<file path="src/rtl/coletor_votos_pkg.sv">
// coletor_votos_pkg: shared constants and FSM state codes for the vote collector
package coletor_votos_pkg;
  localparam int N_JOGADORES_PADRAO = 8;
  localparam int CONT_W = 4;
  localparam int IDX_W = 3;
  typedef enum logic [4:0] {
    INICIAL  = 5'd0,
    PREPARA  = 5'd1,
    AGUARDA  = 5'd2,
    REGISTRA = 5'd3,
    APURA    = 5'd4,
    FIM      = 5'd5
  } estado_t;
endpackage

</file>
<file path="src/rtl/coletor_votos_if.sv">
// coletor_votos_if: button/switch inputs and registered result outputs of the vote collector
interface coletor_votos_if #(parameter int N = coletor_votos_pkg::N_JOGADORES_PADRAO);
  logic                               iniciar;
  logic [N-1:0]                       vivos;
  logic [coletor_votos_pkg::IDX_W-1:0] voto;
  logic                               abstem;
  logic                               confirma;
  logic [coletor_votos_pkg::IDX_W-1:0] eleitor_atual;
  logic                               voto_invalido;
  logic                               pronto;
  logic [coletor_votos_pkg::IDX_W-1:0] eliminado;
  logic                               empate;
  logic [4:0]                         db_estado;
  modport master (
    output iniciar, vivos, voto, abstem, confirma,
    input  eleitor_atual, voto_invalido, pronto, eliminado, empate, db_estado
  );
  modport slave (
    input  iniciar, vivos, voto, abstem, confirma,
    output eleitor_atual, voto_invalido, pronto, eliminado, empate, db_estado
  );
endinterface

</file>
<file path="src/rtl/coletor_votos_placar_votos.sv">
// placar_votos: per-player vote counters with sync clear, one increment port and one read port
module placar_votos
  import coletor_votos_pkg::*;
#(
  parameter int N = N_JOGADORES_PADRAO
) (
  input  logic              clk,
  input  logic              rst,
  input  logic              clr_i,
  input  logic              inc_i,
  input  logic [IDX_W-1:0]  inc_idx_i,
  input  logic [IDX_W-1:0]  rd_idx_i,
  output logic [CONT_W-1:0] rd_cnt_o
);
  logic [CONT_W-1:0] cnt_q [N];
  always_ff @(posedge clk)
    for (int i = 0; i < N; i++)
      if (rst || clr_i) cnt_q[i] <= '0;
      else if (inc_i && inc_idx_i == IDX_W'(i)) cnt_q[i] <= cnt_q[i] + 1'b1;
  assign rd_cnt_o = cnt_q[rd_idx_i];
endmodule

</file>
<file path="src/rtl/coletor_votos.sv">
// coletor_votos: walks living players, collects one confirmed vote each, tallies and reports the eliminated player.
// Optional abstention on confirm is enabled by defining COLETOR_ABSTENCAO_EN.
module coletor_votos
  import coletor_votos_pkg::*;
#(
  parameter int N_JOGADORES = N_JOGADORES_PADRAO
) (
  input logic            clock,
  input logic            reset,
  coletor_votos_if.slave bus
);
  estado_t               est_q, est_d;
  logic [N_JOGADORES-1:0] mask_q, mask_d;
  logic [IDX_W-1:0]      eleitor_q, eleitor_d, voto_q, voto_d, idx_q, idx_d;
  logic [IDX_W-1:0]      best_q, best_d, elim_q, elim_d;
  logic [CONT_W-1:0]     max_q, max_d, cnt;
  logic                  abst_q, abst_d, inval_q, inval_d, pronto_q, pronto_d;
  logic                  empate_q, empate_d, tie_q, tie_d;
  logic [7:0]            m8;
  logic [IDX_W-1:0]      prim, prox;
  logic                  tem_prox, normal, abst_in, clr, inc;
`ifdef COLETOR_ABSTENCAO_EN
  assign abst_in = bus.abstem;
`else
  logic unused_abstem;
  assign unused_abstem = bus.abstem;
  assign abst_in = 1'b0;
`endif
  placar_votos #(.N(N_JOGADORES)) u_placar (
    .clk      (clock),
    .rst      (reset),
    .clr_i    (clr),
    .inc_i    (inc),
    .inc_idx_i(voto_q),
    .rd_idx_i (idx_q),
    .rd_cnt_o (cnt)
  );
  // Priority searches: lowest living player, and next living player above the current voter
  always_comb begin
    m8 = 8'(mask_q);
    prim = '0;
    prox = '0;
    tem_prox = 1'b0;
    for (int i = 7; i >= 0; i--) begin
      if (m8[i]) prim = IDX_W'(i);
      if (m8[i] && i > int'(eleitor_q)) begin
        prox = IDX_W'(i);
        tem_prox = 1'b1;
      end
    end
  end
  assign normal = ({1'b0, bus.voto} < 4'(N_JOGADORES)) && m8[bus.voto] && bus.voto != eleitor_q;
  always_comb begin
    est_d = est_q;
    mask_d = mask_q;
    eleitor_d = eleitor_q;
    voto_d = voto_q;
    abst_d = abst_q;
    idx_d = idx_q;
    max_d = max_q;
    best_d = best_q;
    tie_d = tie_q;
    elim_d = elim_q;
    empate_d = empate_q;
    pronto_d = pronto_q;
    inval_d = 1'b0;
    clr = 1'b0;
    inc = 1'b0;
    case (est_q)
      INICIAL, FIM: if (bus.iniciar) begin
        mask_d = bus.vivos;
        clr = 1'b1;
        pronto_d = 1'b0;
        empate_d = 1'b0;
        elim_d = '0;
        idx_d = '0;
        max_d = '0;
        best_d = '0;
        tie_d = 1'b0;
        est_d = PREPARA;
      end
      PREPARA: begin
        eleitor_d = prim;
        est_d = |mask_q ? AGUARDA : APURA;
      end
      AGUARDA: if (bus.confirma) begin
        if (abst_in || normal) begin
          voto_d = bus.voto;
          abst_d = abst_in;
          est_d = REGISTRA;
        end else inval_d = 1'b1;
      end
      REGISTRA: begin
        inc = !abst_q;
        eleitor_d = tem_prox ? prox : eleitor_q;
        est_d = tem_prox ? AGUARDA : APURA;
      end
      APURA: begin
        if (cnt > max_q) begin
          max_d = cnt;
          best_d = idx_q;
          tie_d = 1'b0;
        end else if (cnt == max_q && max_q != '0) tie_d = 1'b1;
        idx_d = idx_q + 1'b1;
        if (idx_q == IDX_W'(N_JOGADORES - 1)) begin
          est_d = FIM;
          pronto_d = 1'b1;
          empate_d = tie_d || max_d == '0;
          elim_d = max_d == '0 ? '0 : best_d;
        end
      end
      default: est_d = INICIAL;
    endcase
  end
  always_ff @(posedge clock)
    if (reset) begin
      est_q <= INICIAL;
      mask_q <= '0;
      eleitor_q <= '0;
      voto_q <= '0;
      abst_q <= 1'b0;
      idx_q <= '0;
      max_q <= '0;
      best_q <= '0;
      tie_q <= 1'b0;
      elim_q <= '0;
      empate_q <= 1'b0;
      pronto_q <= 1'b0;
      inval_q <= 1'b0;
    end else begin
      est_q <= est_d;
      mask_q <= mask_d;
      eleitor_q <= eleitor_d;
      voto_q <= voto_d;
      abst_q <= abst_d;
      idx_q <= idx_d;
      max_q <= max_d;
      best_q <= best_d;
      tie_q <= tie_d;
      elim_q <= elim_d;
      empate_q <= empate_d;
      pronto_q <= pronto_d;
      inval_q <= inval_d;
    end
  assign bus.eleitor_atual = eleitor_q;
  assign bus.voto_invalido = inval_q;
  assign bus.pronto = pronto_q;
  assign bus.eliminado = elim_q;
  assign bus.empate = empate_q;
  assign bus.db_estado = est_q;
endmodule

</file>
<file path="src/flat_wrapper.sv">
// flat-port wrapper written by rule: the top's interface ports become plain ports
module coletor_votos_flat import coletor_votos_pkg::*;
#(
  parameter int N_JOGADORES = N_JOGADORES_PADRAO
)
  (clock, reset, bus_iniciar, bus_vivos, bus_voto, bus_abstem, bus_confirma, bus_eleitor_atual, bus_voto_invalido, bus_pronto, bus_eliminado, bus_empate, bus_db_estado);
  coletor_votos_if #(.N((8))) bus_i ();
  input logic clock;
  input logic reset;
  input wire logic [$bits(bus_i.iniciar)-1:0] bus_iniciar;
  input wire logic [$bits(bus_i.vivos)-1:0] bus_vivos;
  input wire logic [$bits(bus_i.voto)-1:0] bus_voto;
  input wire logic [$bits(bus_i.abstem)-1:0] bus_abstem;
  input wire logic [$bits(bus_i.confirma)-1:0] bus_confirma;
  output wire logic [$bits(bus_i.eleitor_atual)-1:0] bus_eleitor_atual;
  output wire logic [$bits(bus_i.voto_invalido)-1:0] bus_voto_invalido;
  output wire logic [$bits(bus_i.pronto)-1:0] bus_pronto;
  output wire logic [$bits(bus_i.eliminado)-1:0] bus_eliminado;
  output wire logic [$bits(bus_i.empate)-1:0] bus_empate;
  output wire logic [$bits(bus_i.db_estado)-1:0] bus_db_estado;
  assign bus_i.iniciar = bus_iniciar;
  assign bus_i.vivos = bus_vivos;
  assign bus_i.voto = bus_voto;
  assign bus_i.abstem = bus_abstem;
  assign bus_i.confirma = bus_confirma;
  assign bus_eleitor_atual = bus_i.eleitor_atual;
  assign bus_voto_invalido = bus_i.voto_invalido;
  assign bus_pronto = bus_i.pronto;
  assign bus_eliminado = bus_i.eliminado;
  assign bus_empate = bus_i.empate;
  assign bus_db_estado = bus_i.db_estado;
  coletor_votos #(.N_JOGADORES(N_JOGADORES)) u_core (.clock(clock), .reset(reset), .bus(bus_i));
endmodule
</file>
<file path="config.mk">
export PLATFORM = sky130hd
export DESIGN_NAME = coletor_votos_flat
export DESIGN_NICKNAME = d
export VERILOG_FILES = /design/src/rtl/coletor_votos_pkg.sv /design/src/rtl/coletor_votos_if.sv /design/src/rtl/coletor_votos_placar_votos.sv /design/src/rtl/coletor_votos.sv /design/src/flat_wrapper.sv
export SDC_FILE = /design/constraint.sdc
export NUM_CORES = 1
export LEC_CHECK = 0
export CAP_MARGIN = 5
export CELL_PAD_IN_SITES_DETAIL_PLACEMENT = 1
export CELL_PAD_IN_SITES_GLOBAL_PLACEMENT = 1
export CORE_MARGIN = 5
export CORE_UTILIZATION = 45
export DETAILED_ROUTE_END_ITERATION = 12
export PLACE_DENSITY = 0.83
export SLEW_MARGIN = 10
export SYNTH_ARGS = -nofsm -noshare
export SYNTH_HDL_FRONTEND = slang
export SYNTH_SLANG_ARGS = --single-unit
export TNS_END_PERCENT = 10
</file>
<file path="constraint.sdc">
create_clock -name clock -period 6.2 [get_ports clock]
set_input_delay 1.24 -clock clock [delete_from_list [all_inputs] [get_ports clock]]
set_output_delay 1.24 -clock clock [all_outputs]
set_load 0.005 [all_outputs]
</file>
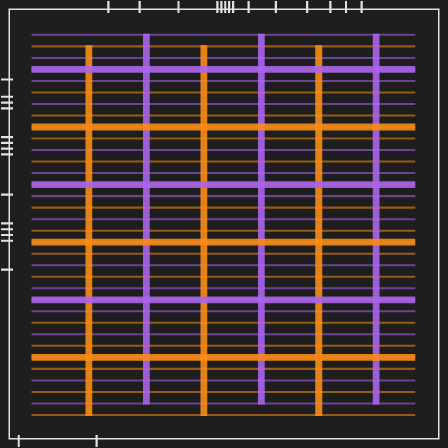
**Above:** floorplan with the power grid.
Pins as bars on the die edge.
Key: orange = VSS; purple = VDD
34 met1 rails follow the rows. 6 straps on met4. The core has 33 rows. 30 signal pins sit on the boundary.
height of the chip: 101 um
horizontal die dimension: 101 um
worst-case vdd ir drop: 0.150 mV
placeable core region: 8130 um^2

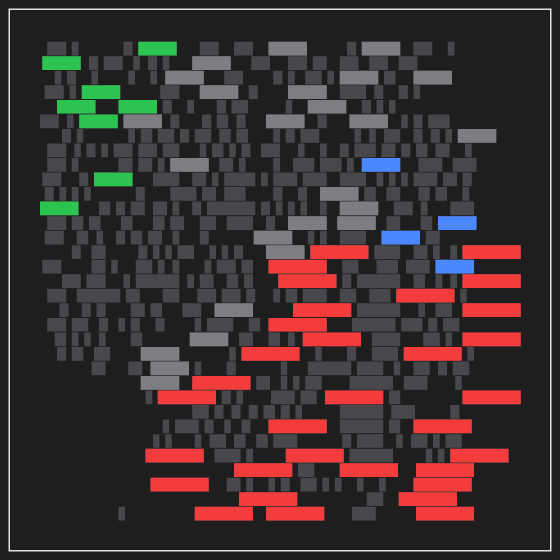
**Above:** sequential cells grouped by signal name.
Other sequential cells in the stronger gray, the rest of the logic in the fainter gray.
Key: green = u_core.m8 [sequential cells 8, where top left]; blue = u_core.max_q [sequential cells 4, where right middle]; red = u_core.u_placar.cnt_q [sequential cells 32]
power in sequential cells: 0.595 mW
FF+latch area: 1700 um^2
fraction of area in registers: 0.399
share of the core filled with cells: 0.524

==> impl_results.rst <==
Physical design figures
=======================

.. list-table::
   :header-rows: 1

   * - Metric
     - Value
   * - Number of resized instances in the post-cts repair step
     - 0
   * - Flip-flop count of the largest register after layout
     - 32
   * - Post-synth regs
     - roughly 69
   * - Critical-path maximum fanout
     - 6
   * - Final-layout worst hold slack
     - between 0.4 and 0.5 ns
   * - Total negative slack
     - 0 ns
   * - Worst setup startpoint
     - bus_iniciar
   * - Num CTS Buffers
     - 9
   * - Reg-to-Reg End
     - u_core.max_q[2]
   * - Effective utilization at floorplan
     - 0.459
   * - Syn Std Cell Area
     - between 3000 and 4000 um^2
   * - Detailed router's first-iteration violation count
     - approximately 140
   * - Clock network power
     - between 0.3 and 0.4 mW
   * - Number of max-cap violations
     - 0
   * - Cells on Worst Hold Path
     - 2
   * - Arrival time of the worst setup path
     - about 3.3 ns
   * - Final nets
     - 435
   * - Diodes inserted
     - 0
   * - Main power-consuming group
     - sequential cells
   * - Type of the worst min-delay path
     - flip-flop to flip-flop
   * - Number of sinks on the clock net
     - 69
   * - Detailed Place HPWL
     - 6740 um
   * - Clock root buffer
     - sky130_fd_sc_hd__clkbuf_8
   * - Worst reg2reg path depth
     - 9
   * - Total I/O pin count
     - 30
   * - Maximum clock frequency
     - roughly 320 MHz
   * - Area used by multi-input combinational logic
     - around 1900 um^2
   * - First-pass GRT wire length
     - approximately 15000 um
   * - Maximum number of pins on one net before global-route repair
     - 37
   * - TritonCTS clock tree
     - yes
   * - Register containing the most flip-flops in the final layout
     - u_core.u_placar.cnt_q
   * - Average wire per cell in the routed design
     - about 18 um
   * - Pwr Density
     - ~300 nW/um^2
   * - Relative area of non-clock buffer cells in the final design
     - 0.0646
   * - Final tally of max-slew violations
     - 0
   * - Number of nets with antenna violations after routing
     - 0
   * - Number of well taps
     - roughly 110
   * - Tcrit/Tclk final
     - 0.497
   * - Finish-stage setup viols
     - 0
   * - Maximum buffer depth of the clock tree
     - 2
   * - Slew margin rel.
     - 0.474
   * - Proportion of power drawn by the clock network
     - 0.302
   * - Fraction of power consumed by sequential logic
     - 0.470
   * - OpenROAD warning count
     - 27
   * - Number of flip-flops and latches
     - 69
   * - Yosys cell count
     - between 300 and 400
   * - Largest area class, layout
     - multi-input combinational cells
   * - Result of the run
     - finished clean
   * - MUX area fraction
     - 0.0905
   * - Number of port buffers
     - 26
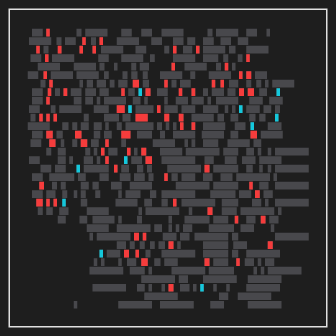
**Above:** gate-type map.
Key: red = nand cells [cells 75, where all over the die]; cyan = inv cells [cells 11]
most frequent standard cell in the layout excluding fill and tap cells: sky130_fd_sc_hd__nor2_1
count of non-filler cells in the finished layout: 515
share of cell area taken by multi-input logic gates: 0.446

==> cell usage after synthesis, types with 2 or more instances <==
| library cell | number | area, um^2 |
|---|---|---|
| sky130_fd_sc_hd__nor3_1 | 6 | 30.0 |
| sky130_fd_sc_hd__inv_1 | 9 | 33.8 |
| sky130_fd_sc_hd__o32a_1 | 2 | 20.0 |
| sky130_fd_sc_hd__xnor2_1 | 10 | 87.6 |
| sky130_fd_sc_hd__mux2i_1 | 3 | 30.0 |
| sky130_fd_sc_hd__buf_4 | 2 | 15.0 |
| sky130_fd_sc_hd__edfxtp_1 | 32 | 961 |
| sky130_fd_sc_hd__a22oi_1 | 6 | 45.0 |
| sky130_fd_sc_hd__o21ai_0 | 3 | 15.0 |
| sky130_fd_sc_hd__a211oi_1 | 2 | 15.0 |
| sky130_fd_sc_hd__nand3_1 | 17 | 85.1 |
| sky130_fd_sc_hd__nor2_1 | 50 | 188 |
| sky130_fd_sc_hd__nor4_1 | 3 | 18.8 |
| sky130_fd_sc_hd__nor2b_1 | 11 | 68.8 |
| sky130_fd_sc_hd__nand2b_1 | 9 | 56.3 |
| sky130_fd_sc_hd__nor3_2 | 2 | 20.0 |
| sky130_fd_sc_hd__mux2_2 | 3 | 33.8 |
| sky130_fd_sc_hd__o21bai_1 | 5 | 37.5 |
| sky130_fd_sc_hd__mux4_2 | 10 | 225 |
| sky130_fd_sc_hd__a31o_1 | 2 | 17.5 |
| sky130_fd_sc_hd__o31ai_1 | 4 | 30.0 |
| sky130_fd_sc_hd__o21ai_1 | 10 | 50.1 |
| sky130_fd_sc_hd__and3_1 | 6 | 37.5 |
| sky130_fd_sc_hd__clkbuf_1 | 12 | 45.0 |
| sky130_fd_sc_hd__o211ai_1 | 4 | 30.0 |
| sky130_fd_sc_hd__mux2_1 | 3 | 33.8 |
| sky130_fd_sc_hd__dfxtp_1 | 37 | 741 |
| sky130_fd_sc_hd__a21oi_1 | 28 | 140 |
| sky130_fd_sc_hd__inv_2 | 2 | 7.51 |
| sky130_fd_sc_hd__xor2_1 | 8 | 70.1 |
| sky130_fd_sc_hd__ha_1 | 14 | 175 |
| sky130_fd_sc_hd__nand2_1 | 45 | 169 |
| sky130_fd_sc_hd__buf_6 | 2 | 22.5 |
==> metal layers <==
| layer | vias up | share of wire | track usage |
|---|---|---|---|
| met5 | - | 0 | 0 |
| met4 | 0 | 0.0088 | 0.0593 |
| met3 | 9 | 0.024 | 0.0360 |
| met2 | 41 | 0.51 | 0.326 |
| met1 | 1451 | 0.46 | 0.244 |
| li1 | 1415 | - | - |
==> critical path, stage by stage <==
cell,delay (ns)
sky130_fd_sc_hd__clkdlybuf4s50_1,0.57
sky130_fd_sc_hd__nor4bb_2,0.64
sky130_fd_sc_hd__nor2_1,0.23
sky130_fd_sc_hd__o21bai_1,0.30
sky130_fd_sc_hd__a22oi_1,0.24
sky130_fd_sc_hd__nor2_1,0.06
==> metrics by stage <==
step	total power, mW	instance area [um^2]
floorplan	0.792	3740
global placement	0.874	4050
detailed placement	0.889	4050
CTS	1.27	4260
global route	1.34	4260
finish	1.27	4260
Power and IR drop assume default switching activity.
